File: config.mk
export PLATFORM = sky130hd
export DESIGN_NAME = uart_cmd_parser
export DESIGN_NICKNAME = d
export VERILOG_FILES = /design/src/rtl/uart_cmd_parser.sv
export SDC_FILE = /design/constraint.sdc
export NUM_CORES = 1
export LEC_CHECK = 0
export ABC_CLOCK_PERIOD_IN_PS = 3500
export CORE_ASPECT_RATIO = 1.25
export CORE_MARGIN = 1
export CORE_UTILIZATION = 56
export DETAILED_ROUTE_END_ITERATION = 10
export PLACE_DENSITY = 0.79
export RECOVER_POWER = 25
export SLEW_MARGIN = 40
export SYNTH_ARGS = -nofsm -noshare
export SYNTH_HDL_FRONTEND = slang
export SYNTH_SLANG_ARGS = --single-unit
export TNS_END_PERCENT = 10
File: constraint.sdc
create_clock -name clk -period 3.5 [get_ports clk]
set_clock_uncertainty 0.2 [all_clocks]
set_input_delay 0.875 -clock clk [delete_from_list [all_inputs] [get_ports clk]]
set_output_delay 0.875 -clock clk [all_outputs]
set_load 0.01 [all_outputs]
File: src/rtl/uart_cmd_parser.sv
// Packet controller behind the UART receiver: SYNC, ADDR, DATA, CHK bytes become
// one register write. Bad or stalled packets are rejected with an error code.
//
// state  | meaning
// S_IDLE | hunting for SYNC_BYTE, other bytes dropped silently
// S_ADDR | SYNC seen, waiting for the address byte
// S_DATA | address stored, waiting for the data byte
// S_CHK  | data stored, waiting for the checksum byte
module uart_cmd_parser #(
  parameter int                     DATA_BITS      = 8,
  parameter int                     NUM_REGS       = 8,
  parameter logic [DATA_BITS-1:0]   SYNC_BYTE      = 8'hA5,
  parameter int                     TIMEOUT_CYCLES = 20000
) (
  input  logic                         clk,
  input  logic                         rst_n,
  input  logic                         rx_ready,
  input  logic [DATA_BITS-1:0]         rx_data,
  input  logic                         rx_error,
  output logic                         reg_we,
  output logic [$clog2(NUM_REGS)-1:0]  reg_addr,
  output logic [DATA_BITS-1:0]         reg_wdata,
  output logic                         busy,
  output logic                         pkt_ok,
  output logic                         pkt_err,
  output logic [1:0]                   err_code
);

  localparam int AW = $clog2(NUM_REGS);
  localparam int CW = $clog2(TIMEOUT_CYCLES) + 1;

  localparam logic [1:0] ERR_TIMEOUT = 2'd0;
  localparam logic [1:0] ERR_RX      = 2'd1;
  localparam logic [1:0] ERR_CHKSUM  = 2'd2;
  localparam logic [1:0] ERR_RANGE   = 2'd3;

  typedef enum logic [1:0] {S_IDLE, S_ADDR, S_DATA, S_CHK} state_t;

  state_t               state_q, state_d;
  logic                 rdy_q;
  logic [CW-1:0]        cnt_q, cnt_d;
  logic [DATA_BITS-1:0] addr_byte_q, addr_byte_d;
  logic [DATA_BITS-1:0] data_byte_q, data_byte_d;
  logic                 reg_we_q, reg_we_d;
  logic [AW-1:0]        reg_addr_q, reg_addr_d;
  logic [DATA_BITS-1:0] reg_wdata_q, reg_wdata_d;
  logic                 pkt_ok_q, pkt_ok_d;
  logic                 pkt_err_q, pkt_err_d;
  logic [1:0]           err_code_q, err_code_d;

  logic                 strobe;
  logic                 cnt_tc;
  logic [DATA_BITS-1:0] chk_sum;

  // rdy_q resets high so a receiver that is idle at reset release gives no strobe
  always_ff @(posedge clk or negedge rst_n) begin
    if (!rst_n) begin
      state_q     <= S_IDLE;
      rdy_q       <= 1'b1;
      cnt_q       <= '0;
      addr_byte_q <= '0;
      data_byte_q <= '0;
      reg_we_q    <= 1'b0;
      reg_addr_q  <= '0;
      reg_wdata_q <= '0;
      pkt_ok_q    <= 1'b0;
      pkt_err_q   <= 1'b0;
      err_code_q  <= ERR_TIMEOUT;
    end else begin
      state_q     <= state_d;
      rdy_q       <= rx_ready;
      cnt_q       <= cnt_d;
      addr_byte_q <= addr_byte_d;
      data_byte_q <= data_byte_d;
      reg_we_q    <= reg_we_d;
      reg_addr_q  <= reg_addr_d;
      reg_wdata_q <= reg_wdata_d;
      pkt_ok_q    <= pkt_ok_d;
      pkt_err_q   <= pkt_err_d;
      err_code_q  <= err_code_d;
    end
  end

  always_comb begin
    strobe      = rx_ready && !rdy_q;
    cnt_tc      = (cnt_q == CW'(TIMEOUT_CYCLES - 1));
    chk_sum     = addr_byte_q + data_byte_q;

    state_d     = state_q;
    addr_byte_d = addr_byte_q;
    data_byte_d = data_byte_q;
    cnt_d       = (state_q == S_IDLE || strobe) ? '0 : cnt_q + CW'(1);
    reg_we_d    = 1'b0;
    reg_addr_d  = reg_addr_q;
    reg_wdata_d = reg_wdata_q;
    pkt_ok_d    = 1'b0;
    pkt_err_d   = 1'b0;
    err_code_d  = err_code_q;

    case (state_q)
      S_IDLE: begin
        if (strobe && !rx_error && rx_data == SYNC_BYTE) state_d = S_ADDR;
      end
      S_ADDR, S_DATA, S_CHK: begin
        // A strobe on the terminal-count cycle takes precedence over the timeout
        if (strobe) begin
          if (rx_error) begin
            state_d    = S_IDLE;
            pkt_err_d  = 1'b1;
            err_code_d = ERR_RX;
          end else begin
            case (state_q)
              S_ADDR: begin
                addr_byte_d = rx_data;
                state_d     = S_DATA;
              end
              S_DATA: begin
                data_byte_d = rx_data;
                state_d     = S_CHK;
              end
              default: begin
                state_d = S_IDLE;
                if (rx_data != chk_sum) begin
                  pkt_err_d  = 1'b1;
                  err_code_d = ERR_CHKSUM;
                end else if ((addr_byte_q >> AW) != '0) begin
                  pkt_err_d  = 1'b1;
                  err_code_d = ERR_RANGE;
                end else begin
                  reg_we_d    = 1'b1;
                  pkt_ok_d    = 1'b1;
                  reg_addr_d  = addr_byte_q[AW-1:0];
                  reg_wdata_d = data_byte_q;
                end
              end
            endcase
          end
        end else if (cnt_tc) begin
          state_d    = S_IDLE;
          cnt_d      = '0;
          pkt_err_d  = 1'b1;
          err_code_d = ERR_TIMEOUT;
        end
      end
      default: state_d = S_IDLE;
    endcase
  end

  assign reg_we    = reg_we_q;
  assign reg_addr  = reg_addr_q;
  assign reg_wdata = reg_wdata_q;
  assign busy      = (state_q != S_IDLE);
  assign pkt_ok    = pkt_ok_q;
  assign pkt_err   = pkt_err_q;
  assign err_code  = err_code_q;

endmodule

run_1/clock_wires.png
(4 px per um)
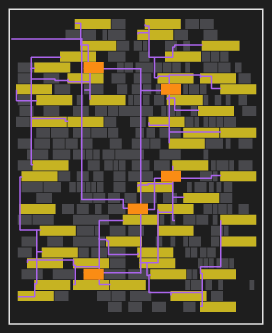
- purple: clock wires (length 585 um)
- orange: clock-net drivers (count 5)
- yellow: flip-flops (count 50)
- routed clock nets: 6
clock power share: 17.1%
Clock Latency Late Sink: 300 ps
Power Clock: 344 uW

run_1/util_map.png
(4 px per um) The die is cut into 6 by 8 equal tiles; white is low, dark blue is high, 0 to 100% covered.
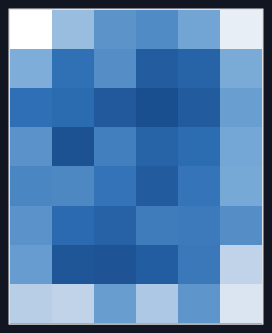
- densest ninth of the die: middle
- nearly empty tiles: 2.1%
- fullest tile: 88%
- mean over tiles: 62%
Core Util at FP: 58.92%
final core utilization: 70.20%
Std-Cell Core Area: 0.004425 mm2

run_1/m3.png
(6 px per um)
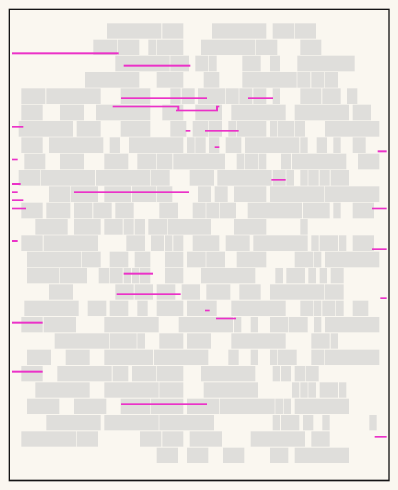
- longest straight run: 18.9 um
- nets with wire on the layer: 22
via total after detailed routing: 1801
met3 global-route usage: 5.814%
Total Routed Length: 5097 um

==> Implementation_results.wiki, run 1 <==
== Metrics ==
{| class="wikitable"
! Metric !! Value
|-
| Status || completed
|-
| Post-DRT Antenna Nets || 0
|-
| GRT met1 Usage || 27.31%
|-
| Worst Path Arrival || 3390 ps
|-
| # placed instances || 310
|-
| Global routing met2 resource utilization || 40.65%
|-
| Seq/total area || 40.31%
|-
| Tightest slew margin relative to the limit || 12.27%
|-
| Share of cell area taken by multi-input logic gates || 42.13%
|-
| Wire per inst || 15.88 um
|-
| Hold-fix buffer count after cts || 0
|-
| Vert. Die Dim || 78.29 um
|-
| Overall routing resource usage || 23.80%
|-
| Synth-to-layout area growth || 19.15%
|-
| Startpoint class of the critical path || flop
|-
| Cell count along the critical path || 11
|-
| Fraction of the mapped netlist area in simple logic gates || 15.26%
|-
| Power Total || 2012 uW
|-
| Area share of fa/ha/maj cells after synthesis || 6.526%
|-
| Number of global-route vias before repair || 1917
|-
| Share of the cycle needed by the critical path after routing || 97.00%
|-
| Violation count after the first detailed-route iteration || 57
|-
| Number of clock buffers in the layout || 8
|-
| RR Startpoint || addr_byte_q[0]
|-
| Synthesized area per cell || 11.69 um2
|-
| Synthesized registers || 50
|-
| Total met2 wirelength after detailed routing || 2653 um
|-
| Number of signal-net inverters in the final layout || 5
|-
| Post-CTS setup buffer count || 0
|-
| Most flops, register || cnt_q
|-
| Cells after Synth || 223
|-
| Worst setup slack after placement || 101.2 ps
|-
| Share of final layout cell area taken by non-clock buffers || 11.72%
|-
| Top Family by Delay on Critical Path || simple AND/OR/NAND/NOR gates
|-
| Worst r2r path cells || 11
|-
| Count of cells resized by post-cts repair || 0
|-
| Sequential cell count of the final layout || 50
|-
| Crit Path Class || reg -> reg
|-
| Yosys-reported design area after synthesis || 0.002608 mm2
|-
| Hold endpoint || reg_addr[1]
|-
| Number of instances on the worst hold path || 1
|-
| Wire length of the first global-routing pass || 8914 um
|-
| Share of final layout cell area taken by clock buffers and inverters || 2.900%
|-
| Total number of tap cells || 58
|-
| Flip-flop count of the largest register after layout || 16
|-
| Vias per Instance || 5.611
|}
## run 1: power breakdown
group | leakage, uW | switching, uW | internal [uW] | total (uW)
clock | 0.0000455 | 182 | 161 | 344
sequential | 0.000664 | 111 | 702 | 814
combinational | 0.000659 | 434 | 421 | 855
total | 0.00137 | 727 | 1280 | 2010
## run 1: layout by cell type (no fill, tap or decap), drive strengths merged, types with 7 or more instances in the layout
master / count
dfrtp: 49
clkdlybuf4s50: 26
clkbuf: 11
nand3: 7
nand2: 9
xnor2: 14
nor2: 25
ha: 12
buf: 7
xor2: 15
mux2: 27
## run 1: metrics by stage
| step | utilization [%] | area, um2 |
|---|---|---|
| finish | 70.20 | 3107 |
| global route | 70.20 | 3107 |
| CTS | 69.32 | 3068 |
| detailed placement | 67.29 | 2978 |
| global placement | 67.06 | 2968 |
| floorplan | - | 2608 |
## Run 2: what changed since run 1
--- a/config.mk
+++ b/config.mk
@@ -6,11 +6,13 @@
 export NUM_CORES = 1
 export LEC_CHECK = 0
 export ABC_CLOCK_PERIOD_IN_PS = 3500
+export CELL_PAD_IN_SITES_DETAIL_PLACEMENT = 2
+export CELL_PAD_IN_SITES_GLOBAL_PLACEMENT = 2
 export CORE_ASPECT_RATIO = 1.25
 export CORE_MARGIN = 1
-export CORE_UTILIZATION = 56
+export CORE_UTILIZATION = 37
 export DETAILED_ROUTE_END_ITERATION = 10
-export PLACE_DENSITY = 0.79
+export PLACE_DENSITY = 0.83
 export RECOVER_POWER = 25
 export SLEW_MARGIN = 40
 export SYNTH_ARGS = -nofsm -noshare
run_2/m3.png
(4 px per um)
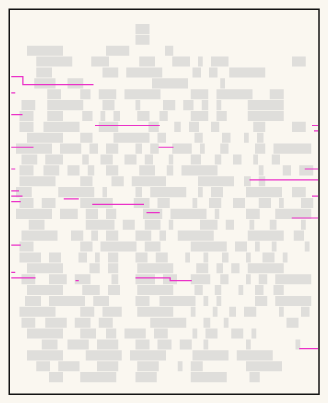
- nets with wire on the layer: 20
- wire length on this layer: 133 um
met3 global-route usage: 2.559%
via total after detailed routing: 1870
Total Routed Length: 6708 um

==> run 2 against run 1 <==
The run now ends with max-capacitance violations, max-slew violations left; sequential power grew 1%; worst hold slack lost 13 ps; clock power grew 4%; combinational power grew 15%; largest cell class unchanged; global-route usage shrank 4.4 points; highest routed layer unchanged.
==> Implementation_results.wiki, run 2 <==
== Metrics ==
{| class="wikitable"
! Metric !! Value
|-
| RR Startpoint || addr_byte_q[0]
|-
| Top Family by Delay on Critical Path || simple AND/OR/NAND/NOR gates
|-
| Number of instances on the worst hold path || 1
|-
| GRT met1 Usage || 21.38%
|-
| Synthesized area per cell || 11.69 um2
|-
| Final core utilization || 47.36%
|-
| Clock Latency Late Sink || 310 ps
|-
| Violations in the final reports || max-capacitance violations, max-slew violations
|-
| Synthesized registers || 50
|-
| Hold endpoint || cnt_q[0]
|-
| Cells after Synth || 223
|-
| Share of final layout cell area taken by non-clock buffers || 11.57%
|-
| Overall routing resource usage || 19.36%
|-
| Number of global-route vias before repair || 2156
|-
| Final tally of max-slew violations || 45
|-
| Tightest slew margin relative to the limit || -57.23%
|-
| Std-Cell Core Area || 0.006689 mm2
|-
| Synth-to-layout area growth || 21.50%
|-
| Hold-fix buffer count after cts || 0
|-
| Number of max-cap violations || 1
|-
| Status || finished, violations left
|-
| Worst Path Arrival || 3430 ps
|-
| Total number of tap cells || 87
|-
| Share of final layout cell area taken by clock buffers and inverters || 3.002%
|-
| Post-CTS setup buffer count || 1
|-
| Share of cell area taken by multi-input logic gates || 41.86%
|-
| Startpoint class of the critical path || flop
|-
| Sequential cell count of the final layout || 50
|-
| Vias per Instance || 5.297
|-
| Total met2 wirelength after detailed routing || 3819 um
|-
| Yosys-reported design area after synthesis || 0.002608 mm2
|-
| Count of cells resized by post-cts repair || 2
|-
| Flip-flop count of the largest register after layout || 16
|-
| Number of signal-net inverters in the final layout || 5
|-
| Core Util at FP || 38.98%
|-
| Seq/total area || 39.53%
|-
| Global routing met2 resource utilization || 38.39%
|-
| Vert. Die Dim || 95.86 um
|-
| Most flops, register || cnt_q
|}
[run 2: stage by stage]
step	cell area [um2]	TNS (ps)	hold WS [ps]	setup WS, ps	cells
5_1_grt	3168	-472.6	341.1	-61.15	353
3_5_place_dp	3019	0	296.4	8.418	341
4_1_cts	3129	0	317.4	4.369	350
6_report	3168	0	308.2	57.51	353
2_1_floorplan	2608	0	255.3	335.9	223
3_3_place_gp	3007	0	280.0	111.1	339
[run 2: cell families after synthesis]
group	share of synthesized area, %
AOI/OAI and AO/OA	5.471
xor gates and xnor gates	9.741
adders and majority gates	6.526
buffers and inverters	1.872
DFF	48.03
muxes	13.10
and+or+nand+nor	15.26
[run 2: power breakdown]
group	internal (uW)	switching (uW)	leakage [uW]
combinational	470	517	0.000675
clock	159	200	0.0000472
sequential	702	119	0.000664
total	1330	836	0.00139
## Run 3: what changed since run 2
--- a/config.mk
+++ b/config.mk
@@ -11,6 +11,7 @@
 export CORE_ASPECT_RATIO = 1.25
 export CORE_MARGIN = 1
 export CORE_UTILIZATION = 37
+export CTS_CLUSTER_DIAMETER = 30
 export DETAILED_ROUTE_END_ITERATION = 10
 export PLACE_DENSITY = 0.83
 export RECOVER_POWER = 25
run_3/clock_nets.png
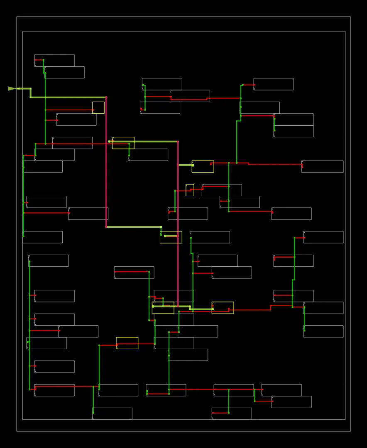
clk sinks: 50
Clock Latency Late Sink: 310 ps
number of clock buffers in the layout: 6
sequential cell count of the final layout: 50
Power Clock: 359 uW

==> run 3 against run 2 <==
The run still ends with max-capacitance violations, max-slew violations left; utilization stayed put; area after synthesis stayed put; count of clock-buffer cells in the layout stayed put; critical endpoint unchanged.
==> Implementation_results.wiki, run 3 <==
== Metrics ==
{| class="wikitable"
! Metric !! Value
|-
| Flip-flop count of the largest register after layout || 16
|-
| Portion of total power attributed to combinational logic || 45.5%
|-
| Synthesized area per cell || 11.69 um2
|-
| Total number of tap cells || 87
|-
| Internal power || 1331 uW
|-
| Share of final layout cell area taken by non-clock buffers || 11.57%
|-
| Vert. Die Dim || 95.86 um
|-
| Fraction of the mapped netlist area in simple logic gates || 15.26%
|-
| Number of max-cap violations || 1
|-
| Area fraction in mux cells || 13.10%
|-
| Post-DRT Antenna Nets || 0
|-
| Startpoint class of the critical path || flop
|-
| Portion of total power attributed to sequential cells || 37.9%
|-
| Area share of fa/ha/maj cells after synthesis || 6.526%
|-
| Violation count after the first detailed-route iteration || 47
|-
| Cells after Synth || 223
|-
| Final tally of max-slew violations || 45
|-
| Worst Path Arrival || 3430 ps
|-
| Overall routing resource usage || 19.36%
|-
| Vias per Instance || 5.297
|-
| P_seq || 822 uW
|-
| Total Routed Length || 6708 um
|-
| Violations in the final reports || max-capacitance violations, max-slew violations
|-
| Via total after detailed routing || 1870
|-
| Worst Setup Slack, final || 57.51 ps
|-
| Power Total || 2167 uW
|-
| Tightest slew margin relative to the limit || -57.23%
|-
| Final cell count without fillers || 353
|-
| Status || finished, violations left
|-
| Most flops, register || cnt_q
|-
| Hold-fix buffer count after cts || 0
|-
| Share of cell area taken by multi-input logic gates || 41.86%
|-
| RR Startpoint || addr_byte_q[0]
|-
| Share of final layout cell area taken by clock buffers and inverters || 3.002%
|-
| Final core utilization || 47.36%
|-
| Most common logic cell in the routed design || dfrtp_1
|-
| Compound-Gate Fraction of Synth Area || 5.470%
|-
| Std-Cell Core Area || 0.006689 mm2
|-
| XOR-XNOR Cells, Area Fraction || 9.741%
|-
| Crit Path Class || reg -> reg
|-
| Share of the cycle needed by the critical path after routing || 98.36%
|-
| Sw Pwr || 836.2 uW
|-
| Worst setup slack after placement || 8.418 ps
|}
## run 3: cell counts after synthesis
No cell type changed its count.
## run 3: timing repair
| item | CTS | global route |
|---|---|---|
| gates resized | 2 | 4 |
| setup endpoints to repair | 8 | 11 |
| pin swaps | 1 | 6 |
| gates cloned | 0 | 0 |
| buffers inserted | 1 | 3 |
## run 3: worst min-delay path by stage
stage,endpoint,depth (start not counted)
2_1_floorplan,cnt_q[0],1
3_3_place_gp,cnt_q[0],1
3_5_place_dp,cnt_q[0],1
4_1_cts,cnt_q[0],1
5_1_grt,cnt_q[0],1
6_report,cnt_q[0],1
## run 3: per-layer routing
metal,vias up,share of wire [%],GRT usage [%]
met5,-,0,0
met3,8,2.0,2.559
li1,862,-,-
met2,25,57,38.39
met1,975,40,21.38
met4,0,1.3,5.975

## Gallery

Metal 1.
image #1
(4 px per um) Supply wires on this layer in grey.
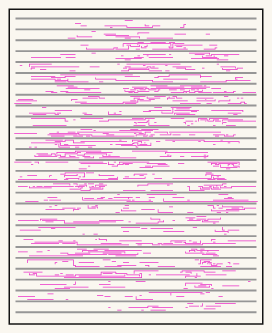
image #2
(3 px per um) Supply wires on this layer in grey.
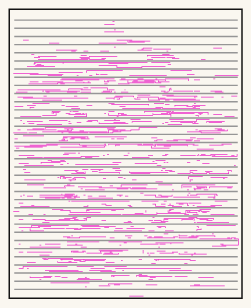
image #1: run 1
image #2: run 3
- largest die: image #2

Power figures rest on the tool's default switching activity, not on a simulated workload.
